### config.mk
export PLATFORM = sky130hd
export DESIGN_NAME = sync_fifo_lvl
export DESIGN_NICKNAME = d
export VERILOG_FILES = /design/src/rtl/uart_wb_pkg.sv /design/src/rtl/sync_fifo_lvl_ram.sv /design/src/rtl/sync_fifo_lvl.sv
export SDC_FILE = /design/constraint.sdc
export NUM_CORES = 1
export LEC_CHECK = 0
export CORE_MARGIN = 1.5
export CORE_UTILIZATION = 45
export CTS_CLUSTER_DIAMETER = 60
export DETAILED_ROUTE_END_ITERATION = 7
export GPL_ROUTABILITY_DRIVEN = 0
export HOLD_SLACK_MARGIN = 0.06
export PLACE_DENSITY_LB_ADDON = 0.1
export RECOVER_POWER = 25
export SETUP_SLACK_MARGIN = 0.1
export SYNTH_ARGS = -nofsm -noshare
export SYNTH_HDL_FRONTEND = slang
export SYNTH_SLANG_ARGS = --single-unit
### constraint.sdc
create_clock -name clk -period 4.8 [get_ports clk]
set_clock_uncertainty 0.1 [all_clocks]
set_input_delay 0.96 -clock clk [delete_from_list [all_inputs] [get_ports clk]]
set_output_delay 0.96 -clock clk [all_outputs]
set_load 0.01 [all_outputs]
### src/rtl/uart_wb_pkg.sv
// Shared constants for the UART/Wishbone bridge FIFOs.
package uart_wb_pkg;

  // Values for the FWFT parameter of sync_fifo_lvl.
  localparam int FIFO_MODE_STD  = 0;
  localparam int FIFO_MODE_FWFT = 1;

  // Default data width of the bridge FIFOs (one UART character).
  localparam int DEF_DATA_WID = 8;

endpackage : uart_wb_pkg

### src/rtl/sync_fifo_lvl_ram.sv
// Storage array for sync_fifo_lvl: synchronous write, asynchronous read.
// Contents are intentionally not reset.
module fifo_ram #(
  parameter int DATA_WID = 8,
  parameter int DEPL2    = 3
) (
  input  logic                clk,
  input  logic                we,
  input  logic [DEPL2-1:0]    waddr,
  input  logic [DATA_WID-1:0] wdata,
  input  logic [DEPL2-1:0]    raddr,
  output logic [DATA_WID-1:0] rdata
);

  localparam int DEPTH = 2 ** DEPL2;

  logic [DATA_WID-1:0] mem [DEPTH];

  // Write port: store one word per cycle when enabled.
  always_ff @(posedge clk) begin
    if (we) begin
      mem[waddr] <= wdata;
    end
  end

  // Read port is combinational so a same-cycle write to the head slot is
  // seen by the reader as the old value (read-before-write).
  assign rdata = mem[raddr];

endmodule : fifo_ram

### src/rtl/sync_fifo_lvl.sv
// Parametrised synchronous FIFO with fill level, almost-full/almost-empty
// thresholds, registered-read or first-word-fall-through output, and sticky
// overflow/underflow flags.
//
// Handshake: push and pop are requests sampled on the rising edge. A pop is
// accepted when the FIFO is not empty. A push is accepted when the FIFO is
// not full, or when it is full and a pop is accepted in the same cycle.
// Rejected requests change neither pointers nor data; they only raise the
// matching sticky error flag (set beats clr_err in the same cycle).
module sync_fifo_lvl
  import uart_wb_pkg::*;
#(
  parameter int DATA_WID  = DEF_DATA_WID,
  parameter int DEPL2     = 3,
  parameter int FWFT      = FIFO_MODE_STD,
  parameter int AF_THRESH = (2 ** DEPL2) - 1,
  parameter int AE_THRESH = 1
) (
  input  logic                clk,
  input  logic                nrst,
  input  logic                push,
  input  logic                pop,
  input  logic [DATA_WID-1:0] data_in,
  input  logic                clr_err,
  output logic [DATA_WID-1:0] data_out,
  output logic                full,
  output logic                empty,
  output logic                almost_full,
  output logic                almost_empty,
  output logic [DEPL2:0]      level,
  output logic                overflow,
  output logic                underflow
);

  localparam int DEPTH = 2 ** DEPL2;

  // Level values in pointer width; DEPTH itself needs the extra MSB.
  localparam logic [DEPL2:0] PTR_ONE   = 1;
  localparam logic [DEPL2:0] DEPTH_LVL = {1'b1, {DEPL2{1'b0}}};
  localparam logic [DEPL2:0] AF_LVL    = AF_THRESH[DEPL2:0];
  localparam logic [DEPL2:0] AE_LVL    = AE_THRESH[DEPL2:0];

  // Pointers carry one extra MSB so full and empty are distinguishable.
  logic [DEPL2:0]      wr_ptr;
  logic [DEPL2:0]      rd_ptr;
  logic                pop_ok;
  logic                push_ok;
  logic [DATA_WID-1:0] head_data;

  // Occupancy decodes purely from the registered pointers.
  assign level        = wr_ptr - rd_ptr;
  assign empty        = (level == '0);
  assign full         = (level == DEPTH_LVL);
  assign almost_full  = (level >= AF_LVL);
  assign almost_empty = (level <= AE_LVL);

  // Accept logic: a pop frees the slot a same-cycle push at full reuses.
  assign pop_ok  = pop && !empty;
  assign push_ok = push && (!full || pop_ok);

  fifo_ram #(
    .DATA_WID (DATA_WID),
    .DEPL2    (DEPL2)
  ) u_ram (
    .clk   (clk),
    .we    (push_ok && nrst),
    .waddr (wr_ptr[DEPL2-1:0]),
    .wdata (data_in),
    .raddr (rd_ptr[DEPL2-1:0]),
    .rdata (head_data)
  );

  // Pointer registers advance only on accepted operations.
  always_ff @(posedge clk) begin
    if (!nrst) begin
      wr_ptr <= '0;
      rd_ptr <= '0;
    end else begin
      if (push_ok) begin
        wr_ptr <= wr_ptr + PTR_ONE;
      end
      if (pop_ok) begin
        rd_ptr <= rd_ptr + PTR_ONE;
      end
    end
  end

  // Sticky error flags: a new error event takes priority over clr_err.
  always_ff @(posedge clk) begin
    if (!nrst) begin
      overflow  <= 1'b0;
      underflow <= 1'b0;
    end else begin
      if (push && !push_ok) begin
        overflow <= 1'b1;
      end else if (clr_err) begin
        overflow <= 1'b0;
      end
      if (pop && empty) begin
        underflow <= 1'b1;
      end else if (clr_err) begin
        underflow <= 1'b0;
      end
    end
  end

  generate
    if (FWFT == FIFO_MODE_FWFT) begin : g_fwft
      // Head word is shown whenever present; zero when nothing is stored.
      assign data_out = empty ? '0 : head_data;
    end else begin : g_std
      logic [DATA_WID-1:0] dout_q;

      // Registered read: capture the head word on an accepted pop, hold otherwise.
      always_ff @(posedge clk) begin
        if (!nrst) begin
          dout_q <= '0;
        end else if (pop_ok) begin
          dout_q <= head_data;
        end
      end

      assign data_out = dout_q;
    end
  endgenerate

endmodule : sync_fifo_lvl

==> run_1/placed.png <==
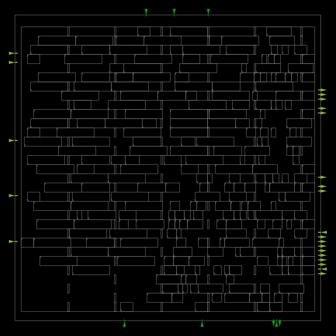
number of filler cells placed in the layout: 588
Flop Count: 82
TAP cells: 99
Floorplan Core Area: 0.00733 mm²

==> run_1/port_trees.png <==
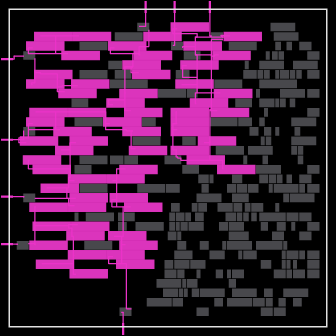
Key: magenta = `data_in` [bits 8, direction input, end cells 64, wire 549 µm]

==> run_1/gates.png <==
Scale bar: 20 µm.
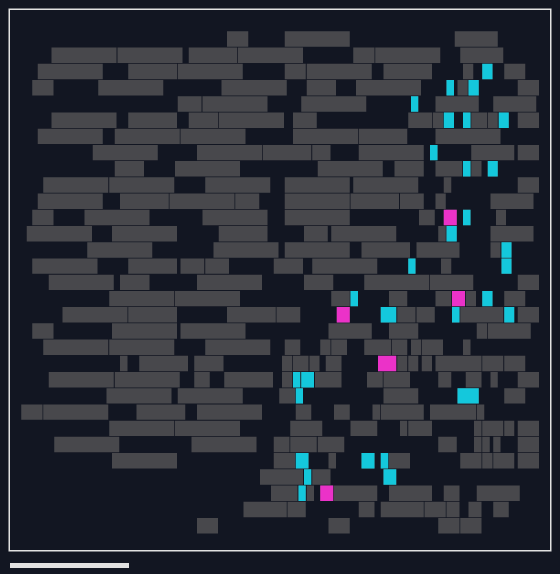
Key: cyan = nand cells [cells 30]; magenta = and/or cells [cells 5]

-- run 1: kinds of logic after synthesis --
group / count (synthesis)
muxes: 26
DFF: 82
adders and majority gates: 6
AOI/OAI and AO/OA: 24
buffers and inverters: 20
and+or+nand+nor: 54
xor gates and xnor gates: 5
-- run 1: worst max-delay path by stage --
stage | end | slack [ns] | startpoint
floorplan | u_ram.mem[6][0] | 1.51 | rd_ptr[1]
global placement | full | 1.34 | wr_ptr[0]
detailed placement | empty | 1.31 | wr_ptr[0]
CTS | empty | 0.92 | wr_ptr[0]
global route | full | 0.74 | wr_ptr[0]
finish | empty | 0.96 | wr_ptr[0]
-- run 1: sequential cells by signal, summed over array words and instances, names as in the netlist --
register   count
data_out       8
overflow       1
rd_ptr         4
u_ram.mem     64
underflow      1
wr_ptr         4
==> results.txt, run 1 <==
On the backend side, the flow ran end to end.

The number of different library cells used by synthesis comes to 41. The cell family contributing the most delay on the critical path is buffers and inverters. The sum of met3 wire segment lengths after detailed routing stands at 252 µm. The most critical min-delay path falls under reg2reg.

The area growth from synthesis to layout stands at 20.2%. The final worst-path cycle share stands at 80.1%. edfxtp_1 is the most common cell in the netlist. Cells with a size suffix above 1 make up 23.1% of the layout.

The number of top-level pins stands at 31. The post-synth tally of flip-flops with integrated enable stands at 64. Per the synthesis report, the adder-cell share of the synthesized area is 2.39%. Setup repair after global routing left no endpoint under its margin. The clock net sink count stands at 82. The final-layout worst hold slack stands at 0.357 ns. Per the breakdown, switching nets consume 30.3% of all power. The source-to-sink clock delay at the later pin of the worst-skew pair stands at 0.35 ns. The clock slew at the register clock pins of the worst setup and hold paths stands at 0.09 ns. The setup fix buffers added after clock tree synthesis stands at 0. Sorting the synthesized cells by area gives the leading types as edfxtp_1 (56%), dfxtp_1 (10%), mux4_2 (10%). The xor-xnor portion of the synthesized cell area stands at 1.49%. For this run, the detailed router's first-pass iteration total came to 4.

STA lists the startpoint of the worst register-to-register path as wr_ptr[0]. The commonest cells after synthesis are edfxtp_1 (64), dfxtp_1 (18), mux4_2 (16). The power report lists cell-internal power as 1510 µW. The largest part of the power goes to sequential cells.

The slack of the worst reg-to-reg path stands at 1.86 ns. STA lists the endpoint of the worst register-to-register path as rd_ptr[0]. The sequential-to-total area share from yosys stat stands at 66.2%. The floorplan has 31 rows. The width of the die stands at 90.6 µm. The critical path crosses 8 cells after its start point.

The flow ran to the end, and the final reports show no timing, DRC or antenna violations. The met3 routing resource usage after global routing stands at 4.63%. For this run, the detailed router reports a per-instance via density of 5.26. No sink is reached through more buffers than the 2 on the longest clock path. The static leakage stands at 0.00139 µW. The combinational power stands at 751 µW. The layout has 41 buffers outside the clock class. Per the layout area report, the combinational gate area comes to 0.00110 mm². The cell type that accounts for the most area after synthesis is edfxtp_1. In the hold report, the worst path ends at data_out[5]. Per report_power, the Clock row totals 550 µW. In this run, post-CTS hold repair placed 0 buffers. The violation tally recorded at the end of detailed-routing iteration 0 is 158. Power comes to 2160 µW.
## Run 2: what changed since run 1
clock period = 3.25 ns   (was 4.8 ns; I/O delays follow)
==> run_2/m3.png <==
Scale bar: 20 µm.
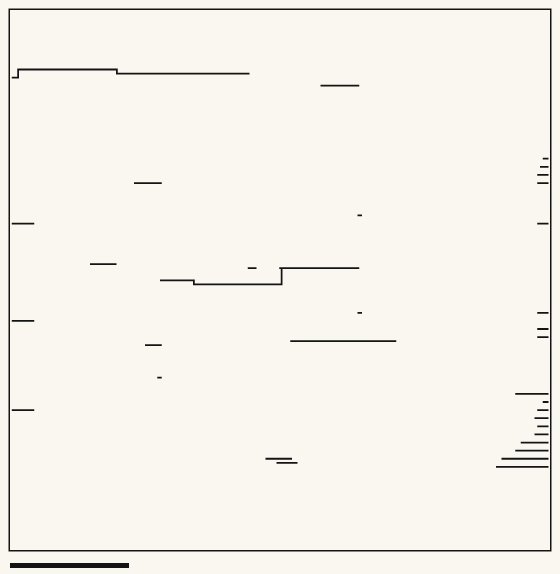
The layer carries 183 µm of wire. The wires run mostly horizontal. 27 nets have wire on it. The layer holds 2.9% of the routed length. The longest straight run is 22.1 µm.

==> run 2 against run 1 <==
Via count increased by 0.16%. Sequential power rose by 46%. Core utilization up 1.1 points. Largest power group unchanged. Clock power up 49%. Die area is the same. Clock-buffer cell count stayed put. Combinational power up 61%. Final cell count is 2.2% higher. Critical path type unchanged.
==> results.txt, run 2 <==
On the backend side, the flow ran end to end.

The number of placement rows stands at 31. The number of violations reported at the end of detailed-routing iteration 0 stands at 81. In this run the layout overhead on the synthesized area is reported as 22.6%.

In the final layout, excluding clock buffers the buffer count is 49. The core region is 0.00733 mm². Net switching is 30.7% of the power. The clock network power consumption stands at 820 µW.

The number of iterations in the first detailed-routing pass stands at 4. The count of different cell masters after synthesis stands at 41. In the synthesized netlist, the cells that appear most often are edfxtp_1 (64), dfxtp_1 (18), mux4_2 (16). Summing all multi-input logic gate instances after layout gives 0.00112 mm².

The worst hold path belongs to the class reg2reg. The power report lists cell-internal power as 2280 µW. The width of the die stands at 90.6 µm.

Looking at the reg2reg group, the worst path ends at u_ram.mem[5][2]. The worst register-to-register path begins at rd_ptr[2]. The post-CTS hold buffer count recorded in the log is 0. The clock slew at the register clock pins of the worst setup and hold paths stands at 0.09 ns. The via-per-instance ratio stands at 5.15. Of the cells placed in the final design, the portion with a size suffix greater than 1 is 27.2%.

Setup repair after global routing could not meet its margin everywhere. The sequential-to-total area share from yosys stat stands at 66.2%. edfxtp_1 takes more of the synthesized area than any other cell. Ranked by flip-flop count, first place goes to u_ram.mem. The STA report counts the stages on the worst setup path as 8. The biggest slice of the total power is consumed by sequential cells. The combinational power stands at 1210 µW.

Per STA, the startpoint of the critical path is wr_ptr[0]. The flow ran to the end, and the final reports show no timing, DRC or antenna violations. The sum of met3 wire segment lengths after detailed routing stands at 183 µm. The number of flip-flops under the largest register name stands at 64. No sink is reached through more buffers than the 2 on the longest clock path. After synthesis, the cell types taking the most area are edfxtp_1 (56%), dfxtp_1 (10%), mux4_2 (10%). The capture point of the critical path was reported as level[2]. There are 82 flip-flops and latches. The static leakage stands at 0.00147 µW. For hold timing, the worst endpoint is data_out[4].

The cell family contributing the most delay on the critical path is buffers and inverters. For this floorplan the total number of well-tap instances is 99.
==> run_2/placed.png <==
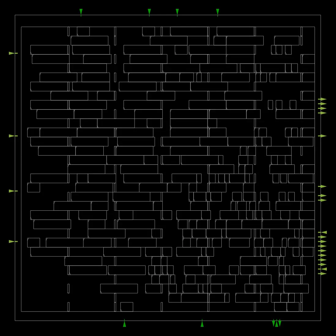
Util after Layout: 57.7%
final instance count without filler cells: 371

run 2: cell counts after synthesis:
Identical to the previous run, type by type.
run 2: stage by stage:
stage	setup slack, ns	hold slack (ns)	utilization, %	total power (µW)
after floorplan	0.0654	0.381	-	2010
after detailed placement	0.262	0.349	53.9	2440
after CTS	0.142	0.362	57.6	3310
after global placement	0.312	0.347	53.9	2440
after global routing	0.0265	0.385	57.7	3490
final	0.181	0.359	57.7	3290
run 2: cells by family after synthesis:
kind of cell | Yosys count | share of synthesized area, %
AND/OR/NAND/NOR | 54 | 8.42
buffers and inverters | 20 | 2.76
adder cells (fa/ha/maj) | 6 | 2.39
multiplexers | 26 | 13.6
XOR/XNOR | 5 | 1.49
AND-OR/OR-AND | 24 | 5.15
flip-flops | 82 | 66.2
## Run 3: what changed since run 2
CORE_MARGIN = not set   (was 1.5)
REMOVE_ABC_BUFFERS = 1   (was not set)
clock period = 3.1 ns   (was 3.25 ns; I/O delays follow)
==> run_3/m3.png <==
Scale bar: 20 µm.
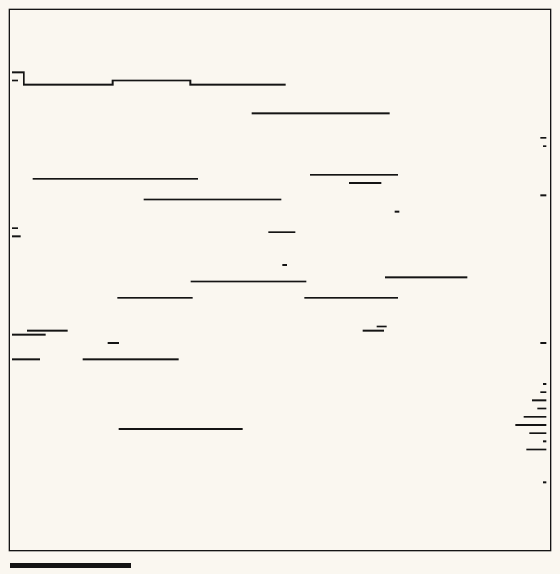
total wire length: 6.56 mm
met3 Use GR: 4.71%
detailed-route via count: 1969

==> run 3 against run 2 <==
Clock-buffer cell count is the same. Highest routed layer unchanged. Largest cell class unchanged. Global-route usage grew 1.7 points. Critical path depth increased by 1. Area after synthesis did not move. Register-to-register slack lost 0.05 ns. First-iteration DRC count is 8.6% higher. Total power fell by 1.3%. Sequential share of layout area rose by 0.49 points.
==> results.txt, run 3 <==
On the backend side, the flow ran end to end.

Per report_power, the top consumer among the power groups is sequential cells. Power attributed to combinational cells is 1240 µW. The STA report counts the stages on the worst setup path as 9.

OpenSTA lists the critical path startpoint as wr_ptr[0]. The clock slew at the register clock pins of the worst setup and hold paths stands at 0.08 ns. Sequential cells were found to cover 66.2% of the synthesized design area. The slack of the worst reg-to-reg path stands at 0.44 ns.

The maximum root-to-sink buffer count stands at 2. Sorting the Yosys area breakdown by cell type puts at the top edfxtp_1. The tightest hold path in the finished design has a slack of 0.362 ns.

The logic area stands at 0.00113 mm². The tightest min-delay check is of the reg2reg type. The static leakage stands at 0.00144 µW.

The timing report attributes the biggest portion of critical-path delay to adder cells. The worst setup timing slack at the placement stage stands at 0.147 ns. The source-to-sink clock delay at the later pin of the worst-skew pair stands at 0.34 ns. The routed design shows a via density per instance of 5.29. In the synthesized netlist, the dominant kind of combinational cell is multiplexers. The run finished with clean final reports. The number of buffers added to fix hold violations after cts stands at 0. The core region is 0.00733 mm². The tree built by TritonCTS fans out to 82 sinks. The most critical setup path has its endpoint at empty. Setup repair after global routing could not meet its margin everywhere.
==> run_3/placed.png <==
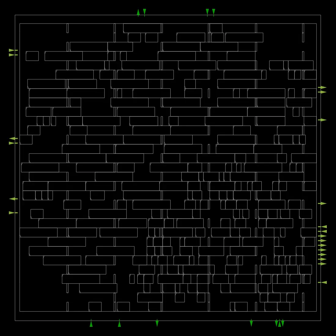
fraction of standard cell area that is sequential: 54.5%
Util after Layout: 57.2%
number of filler cells placed in the layout: 585
Core Rows: 31

-- run 3: cell counts after synthesis --
No cell type changed its count.
-- run 3: worst min-delay path: cells and delay by family, from the launching register on --
family / cells / cell delay, ns
DFF: 1 / 0.32
and+or+nand+nor: 1 / 0.06
AOI/OAI and AO/OA: 1 / 0.05
-- run 3: metal layers --
layer  up-vias  global-route usage (%)  wire, µm
li1        936                       -         -
met1       975                    24.5      2960
met2        52                    29.8      3260
met3         6                    4.71       285
met4         0                    6.49        51
met5         -                       0         0
-- run 3: how the worst min path moves through the flow --
stage	start	end	depth (start not counted)
after floorplan	data_out[4]	data_out[4]	2
after global placement	data_out[5]	data_out[5]	2
after detailed placement	data_out[5]	data_out[5]	2
after CTS	data_out[4]	data_out[4]	2
after global routing	data_out[4]	data_out[4]	2
final	data_out[4]	data_out[4]	2
Power figures rest on the tool's default switching activity, not on a simulated workload.
